**src/rtl/mul_arbiter_taint.sv**
```systemverilog
// mul_arbiter_taint
//
// Round-robin arbiter that shares one variable-latency multiplier between two
// requesters. A request is accepted in IDLE, issued to the multiplier for one
// cycle (ISSUE), waited on (WAIT), and the captured product is returned as a
// one-cycle pulse on the response port of the requester that issued it (RESP).
// Only one operation is outstanding at a time.
//
// Every control and data signal carries a 1-bit taint shadow (suffix _t) with
// conservative, sticky propagation. Taint state is cleared only by rst. This
// lets information-flow checkers see when grant or response timing depends on
// tainted inputs.
//
// Parameters:
//   WIDTH    operand width; products are 2*WIDTH bits wide
//   TIMEOUT  maximum number of WAIT cycles (only with MUL_ARB_TIMEOUT_EN)
//
// Ports:
//   clk, rst                          clock; synchronous active-high reset
//   reqN_valid/_t, reqN_a/_t,
//   reqN_b/_t                         request N (N=0,1) with operands + taints
//   reqN_ready/_t                     combinational accept, only in IDLE
//   mul_in_valid/_t                   one-cycle issue pulse to the multiplier
//   mul_in_a/_t, mul_in_b/_t          operands, held from ISSUE through RESP
//   mul_out_valid/_t                  multiplier done
//   mul_out_result/_t                 multiplier product
//   respN_valid/_t, respN_result/_t   one-cycle response to requester N;
//                                     result reads 0 when valid is low
//
// Optional feature (define MUL_ARB_TIMEOUT_EN):
//   A 5-bit counter bounds WAIT to TIMEOUT cycles. On expiry the arbiter
//   responds with result 0 and raises respN_err alongside respN_valid.
//   Adds ports respN_err/respN_err_t. Without the macro WAIT is unbounded.

module mul_arbiter_taint #(
    parameter int WIDTH   = 4,
    parameter int TIMEOUT = 15
) (
    input  logic               clk,
    input  logic               rst,

    input  logic               req0_valid,
    input  logic               req0_valid_t,
    input  logic [WIDTH-1:0]   req0_a,
    input  logic               req0_a_t,
    input  logic [WIDTH-1:0]   req0_b,
    input  logic               req0_b_t,
    output logic               req0_ready,
    output logic               req0_ready_t,

    input  logic               req1_valid,
    input  logic               req1_valid_t,
    input  logic [WIDTH-1:0]   req1_a,
    input  logic               req1_a_t,
    input  logic [WIDTH-1:0]   req1_b,
    input  logic               req1_b_t,
    output logic               req1_ready,
    output logic               req1_ready_t,

    output logic               mul_in_valid,
    output logic               mul_in_valid_t,
    output logic [WIDTH-1:0]   mul_in_a,
    output logic               mul_in_a_t,
    output logic [WIDTH-1:0]   mul_in_b,
    output logic               mul_in_b_t,
    input  logic               mul_out_valid,
    input  logic               mul_out_valid_t,
    input  logic [2*WIDTH-1:0] mul_out_result,
    input  logic               mul_out_result_t,

    output logic               resp0_valid,
    output logic               resp0_valid_t,
    output logic [2*WIDTH-1:0] resp0_result,
    output logic               resp0_result_t,

    output logic               resp1_valid,
    output logic               resp1_valid_t,
    output logic [2*WIDTH-1:0] resp1_result,
    output logic               resp1_result_t
`ifdef MUL_ARB_TIMEOUT_EN
    ,
    output logic               resp0_err,
    output logic               resp0_err_t,
    output logic               resp1_err,
    output logic               resp1_err_t
`endif
);

    typedef enum logic [1:0] {
        IDLE  = 2'd0,
        ISSUE = 2'd1,
        WAIT  = 2'd2,
        RESP  = 2'd3
    } state_t;

    state_t             state;
    state_t             state_nxt;

    logic               rr_ptr;
    logic               gnt_id;
    logic [WIDTH-1:0]   op_a;
    logic [WIDTH-1:0]   op_b;
    logic [2*WIDTH-1:0] res;

    logic               ctrl_t;
    logic               op_a_t;
    logic               op_b_t;
    logic               res_t;

    logic               any_req;
    logic               any_valid_t;
    logic               gnt_sel;
    logic               accept;
    logic               capture;

`ifdef MUL_ARB_TIMEOUT_EN
    // WAIT lasts TIMEOUT cycles: the counter reads 0 in the first WAIT cycle,
    // so expiry is detected when it reads TIMEOUT-1.
    localparam logic [4:0] WAIT_LAST = 5'(TIMEOUT - 1);

    logic [4:0]         wait_cnt;
    logic               timeout_hit;
    logic               timed_out;
`endif

    // Arbitration. With both requesters valid rr_ptr breaks the tie; with a
    // single requester valid that requester wins. Ready is suppressed while
    // rst is high so nothing looks accepted during a reset cycle.
    always_comb begin
        any_req     = req0_valid | req1_valid;
        any_valid_t = req0_valid_t | req1_valid_t;
        gnt_sel     = (req0_valid & req1_valid) ? rr_ptr : req1_valid;
        req0_ready  = (state == IDLE) & ~rst & req0_valid & ~gnt_sel;
        req1_ready  = (state == IDLE) & ~rst & req1_valid &  gnt_sel;
        accept      = req0_ready | req1_ready;
    end

    // Next-state logic for the IDLE -> ISSUE -> WAIT -> RESP loop.
    always_comb begin
        state_nxt = state;
        capture   = 1'b0;
`ifdef MUL_ARB_TIMEOUT_EN
        timeout_hit = 1'b0;
`endif
        case (state)
            IDLE: begin
                if (accept) begin
                    state_nxt = ISSUE;
                end
            end
            ISSUE: begin
                state_nxt = WAIT;
            end
            WAIT: begin
                // A done in the same cycle as expiry wins: normal response.
                if (mul_out_valid) begin
                    capture   = 1'b1;
                    state_nxt = RESP;
                end
`ifdef MUL_ARB_TIMEOUT_EN
                else if (wait_cnt == WAIT_LAST) begin
                    timeout_hit = 1'b1;
                    state_nxt   = RESP;
                end
`endif
            end
            RESP: begin
                state_nxt = IDLE;
            end
            default: begin
                state_nxt = IDLE;
            end
        endcase
    end

    // State, operand, result and taint registers.
    always_ff @(posedge clk) begin
        if (rst) begin
            state  <= IDLE;
            rr_ptr <= 1'b0;
            gnt_id <= 1'b0;
            op_a   <= '0;
            op_b   <= '0;
            res    <= '0;
            ctrl_t <= 1'b0;
            op_a_t <= 1'b0;
            op_b_t <= 1'b0;
            res_t  <= 1'b0;
        end else begin
            state <= state_nxt;

            // The grant decision leaks request-valid taint; the WAIT exit
            // timing leaks the multiplier's done taint. Both stick.
            ctrl_t <= ctrl_t
                    | ((state == IDLE) & any_req & any_valid_t)
                    | ((state == WAIT) & mul_out_valid_t);

            if (accept) begin
                gnt_id <= gnt_sel;
                op_a   <= gnt_sel ? req1_a : req0_a;
                op_b   <= gnt_sel ? req1_b : req0_b;
                // Which requester's operands got latched depends on both
                // valids, so their taints fold into the operand taints.
                op_a_t <= (gnt_sel ? req1_a_t : req0_a_t) | any_valid_t;
                op_b_t <= (gnt_sel ? req1_b_t : req0_b_t) | any_valid_t;
            end

            if (capture) begin
                res   <= mul_out_result;
                res_t <= res_t | mul_out_result_t | ctrl_t;
            end
`ifdef MUL_ARB_TIMEOUT_EN
            else if (timeout_hit) begin
                res   <= '0;
                res_t <= res_t | ctrl_t;
            end
`endif

            // Served requester loses the next tie.
            if (state == RESP) begin
                rr_ptr <= ~gnt_id;
            end
        end
    end

`ifdef MUL_ARB_TIMEOUT_EN
    // WAIT cycle counter and the error flag reported with the response.
    always_ff @(posedge clk) begin
        if (rst) begin
            wait_cnt  <= '0;
            timed_out <= 1'b0;
        end else begin
            if (state == ISSUE) begin
                wait_cnt <= '0;
            end else if (state == WAIT) begin
                wait_cnt <= wait_cnt + 5'd1;
            end

            if (accept || capture) begin
                timed_out <= 1'b0;
            end else if (timeout_hit) begin
                timed_out <= 1'b1;
            end
        end
    end
`endif

    // Output decode. Results are forced to 0 outside the response pulse.
    always_comb begin
        req0_ready_t   = ctrl_t | any_valid_t;
        req1_ready_t   = ctrl_t | any_valid_t;

        mul_in_valid   = (state == ISSUE);
        mul_in_valid_t = ctrl_t;
        mul_in_a       = op_a;
        mul_in_a_t     = op_a_t;
        mul_in_b       = op_b;
        mul_in_b_t     = op_b_t;

        resp0_valid    = (state == RESP) & ~gnt_id;
        resp1_valid    = (state == RESP) &  gnt_id;
        resp0_result   = resp0_valid ? res : '0;
        resp1_result   = resp1_valid ? res : '0;
        resp0_valid_t  = ctrl_t;
        resp1_valid_t  = ctrl_t;
        resp0_result_t = res_t | ctrl_t;
        resp1_result_t = res_t | ctrl_t;
`ifdef MUL_ARB_TIMEOUT_EN
        resp0_err      = resp0_valid & timed_out;
        resp1_err      = resp1_valid & timed_out;
        resp0_err_t    = ctrl_t;
        resp1_err_t    = ctrl_t;
`endif
    end

endmodule

```
**config.mk**
```make
export PLATFORM = sky130hd
export DESIGN_NAME = mul_arbiter_taint
export DESIGN_NICKNAME = d
export VERILOG_FILES = /design/src/rtl/mul_arbiter_taint.sv
export SDC_FILE = /design/constraint.sdc
export NUM_CORES = 1
export LEC_CHECK = 0
export CORE_MARGIN = 3
export CORE_UTILIZATION = 33
export CTS_CLUSTER_DIAMETER = 120
export DETAILED_ROUTE_END_ITERATION = 6
export PLACE_DENSITY = 0.79
export SYNTH_ARGS = -nofsm -noshare
export SYNTH_HDL_FRONTEND = slang
export SYNTH_SLANG_ARGS = --single-unit
```
**constraint.sdc**
```tcl
create_clock -name clk -period 1.3 [get_ports clk]
set_clock_uncertainty 0.05 [all_clocks]
set_input_delay 0.13 -clock clk [delete_from_list [all_inputs] [get_ports clk]]
set_output_delay 0.13 -clock clk [all_outputs]
set_load 0.02 [all_outputs]
```
met1.png
The bar under the picture is 20 um long. Supply wires on this layer in grey.
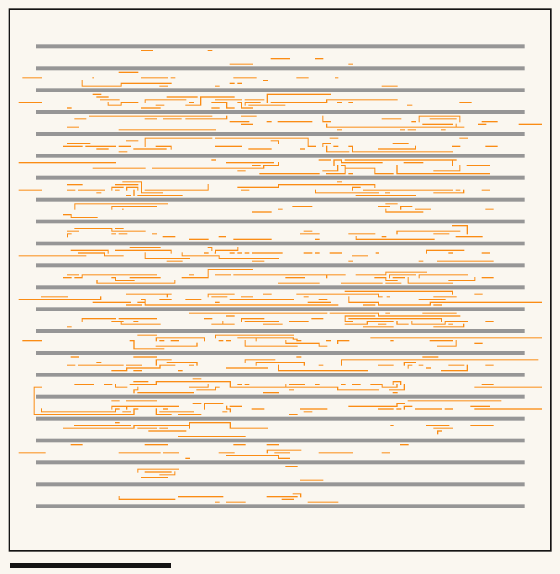
nets with wire on the layer: 235
main direction: horizontal
share of all routed wire: 42%
wire length on this layer: 1530 um
vias: 1342
met1 usage: 18.4%
WL final: 3670 um

met2.png
The bar under the picture is 20 um long.
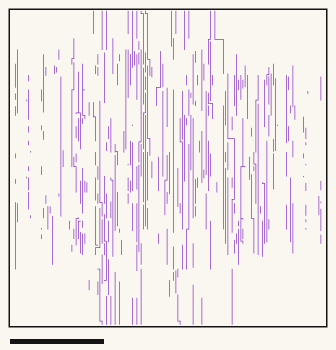
wire length on this layer: 1870 um
nets with wire on the layer: 235
main direction: vertical
longest straight run: 32.0 um

met3.png
Cells faint in the background.
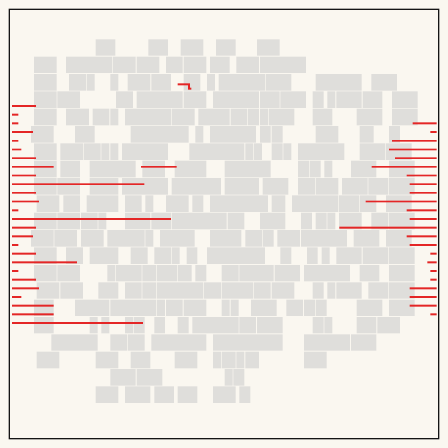
nets with wire on the layer: 50
main direction: horizontal
longest straight run: 24.6 um
share of all routed wire: 6.8%

clock_map.png
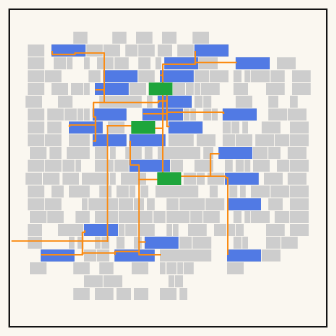
legend:
  green:
    item: cells driving clock nets
    count: 3
  blue:
    item: flip-flops
    count: 24
  orange:
    item: clock wires
    length: 282 um
routed clock nets: 4
clock power share: 18.0%
Clk power: 0.000644 W
Latency at later pin: 260 ps

final_congestion.png
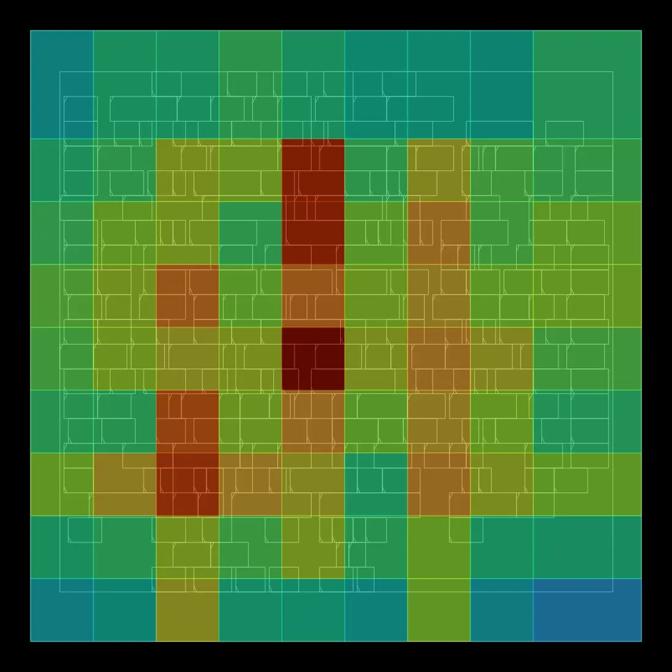
met2 Use GR: 28.7%
final core occ: 69.8%

==> flow_metrics.env <==
# flow metrics
export IMPL_rsz0062_at_grt="yes"
export IMPL_tns_ps=-2740
export IMPL_dieArea_sq_um=4500
export IMPL_wire_per_inst_um=12.9
export IMPL_fillers=302
export IMPL_comb_cell_power_w=0.00185
export IMPL_die_h_um=67.1
export IMPL_layout_min_cycle_time_ps=1440
export IMPL_syn_avg_cell_area_sq_um=8.32
export IMPL_synth_top_cell_by_area="dfxtp_1"
export IMPL_coreArea_sq_um=3470
export IMPL_setup_ws_ps=-140
export IMPL_overflow=0
export IMPL_clk_pin_slew_worst_paths_ps=80
export IMPL_vias_per_cell=4.73
export IMPL_synthTopLogicFamily="simple AND/OR/NAND/NOR gates"
export IMPL_hp_class="in -> reg"
export IMPL_combPwrFrac_pct=51.8
export IMPL_ys_flops=24
export IMPL_fin_nets=280
export IMPL_synth_cell_type_count=28
export IMPL_worstSetupStartpointType="flip-flop"
export IMPL_ys_chip_area_sq_um=1230
export IMPL_regArea_sq_um=493
export IMPL_num_antenna_cells=0
export IMPL_num_rows=21
export IMPL_place_port_buffers=74
export IMPL_cts_hold_buf=0
export IMPL_clock_tree_buffer_depth=2
export IMPL_lay_top_cells="clkdlybuf4s50_1 (36), buf_6 (25), dfxtp_1 (20)"
export IMPL_violations="setup timing"
export IMPL_syn_instance_count=148
export IMPL_lay_top_count="clkdlybuf4s50_1"
export IMPL_p_int_w=0.00227
export IMPL_largest_cell_class="buffers"
export IMPL_ys_sh_adder_pct=4.07
export IMPL_status="finished with violations"
export IMPL_place_hpwl_um=2510
export IMPL_setup_violations=32
export IMPL_buffers=97
export IMPL_cts_resized=141
export IMPL_top_cell_area_share_pct=39.0
export IMPL_cp_arrival_ps=1260
export IMPL_post_cts_buffers=3
export IMPL_grt_pass1_vias=1228
[sequential cells by signal (all words and copies together), names as in the netlist]
register        cells
gnt_id              1
res                 8
mul_in_valid_t      1
mul_in_b            4
state               2
mul_in_a_t          1
mul_in_a            4
res_t               1
mul_in_b_t          1
rr_ptr              1
[stage by stage]
step | setup slack (ps) | hold WS (ps) | instance area (sq um) | cells
6_report | -140 | 377 | 2420 | 284
4_1_cts | -223 | 370 | 2160 | 280
5_1_grt | -216 | 383 | 2420 | 284
2_1_floorplan | -63.2 | 227 | 1270 | 148
3_5_place_dp | -446 | 404 | 2110 | 272
3_3_place_gp | -411 | 402 | 2110 | 272
[per-layer routing]
metal / global-route usage (%) / wire length, um
met4: 5.32 / 24
met1: 18.4 / 1530
met5: 0 / 0
met3: 3.04 / 250
met2: 28.7 / 1870
[worst max-delay path, stage by stage, from the launching register on]
cell      delay [ps]
dfxtp_4          370
inv_2             80
ha_4             170
nand2b_4          70
a211oi_2         140
buf_4            170
[cell usage after synthesis]
cell	count
inv_2	1
and2_1	9
a21oi_1	13
clkbuf_1	4
or3_1	1
a311oi_1	2
nand3_1	9
o21ai_4	1
a211oi_1	9
nand2b_2	1
inv_1	4
nand2_1	10
nor2_4	1
nand2b_1	1
and3_1	8
ha_1	4
dfxtp_1	24
buf_2	2
o21ai_1	1
o21ai_0	1
nor2_1	22
buf_6	1
buf_4	5
a2bb2oi_1	1
or2_2	1
mux2i_1	10
nor3_1	1
a21o_1	1
[how the worst min path moves through the flow]
stage / slack, ps / cells past startpoint / to
after global routing: 380 / 3 / res[0]
after CTS: 370 / 3 / res[4]
after floorplan: 230 / 2 / res[0]
after detailed placement: 400 / 2 / res[6]
after global placement: 400 / 2 / res_t
final: 380 / 3 / res[4]
Power is estimated from default activity; no workload was simulated.
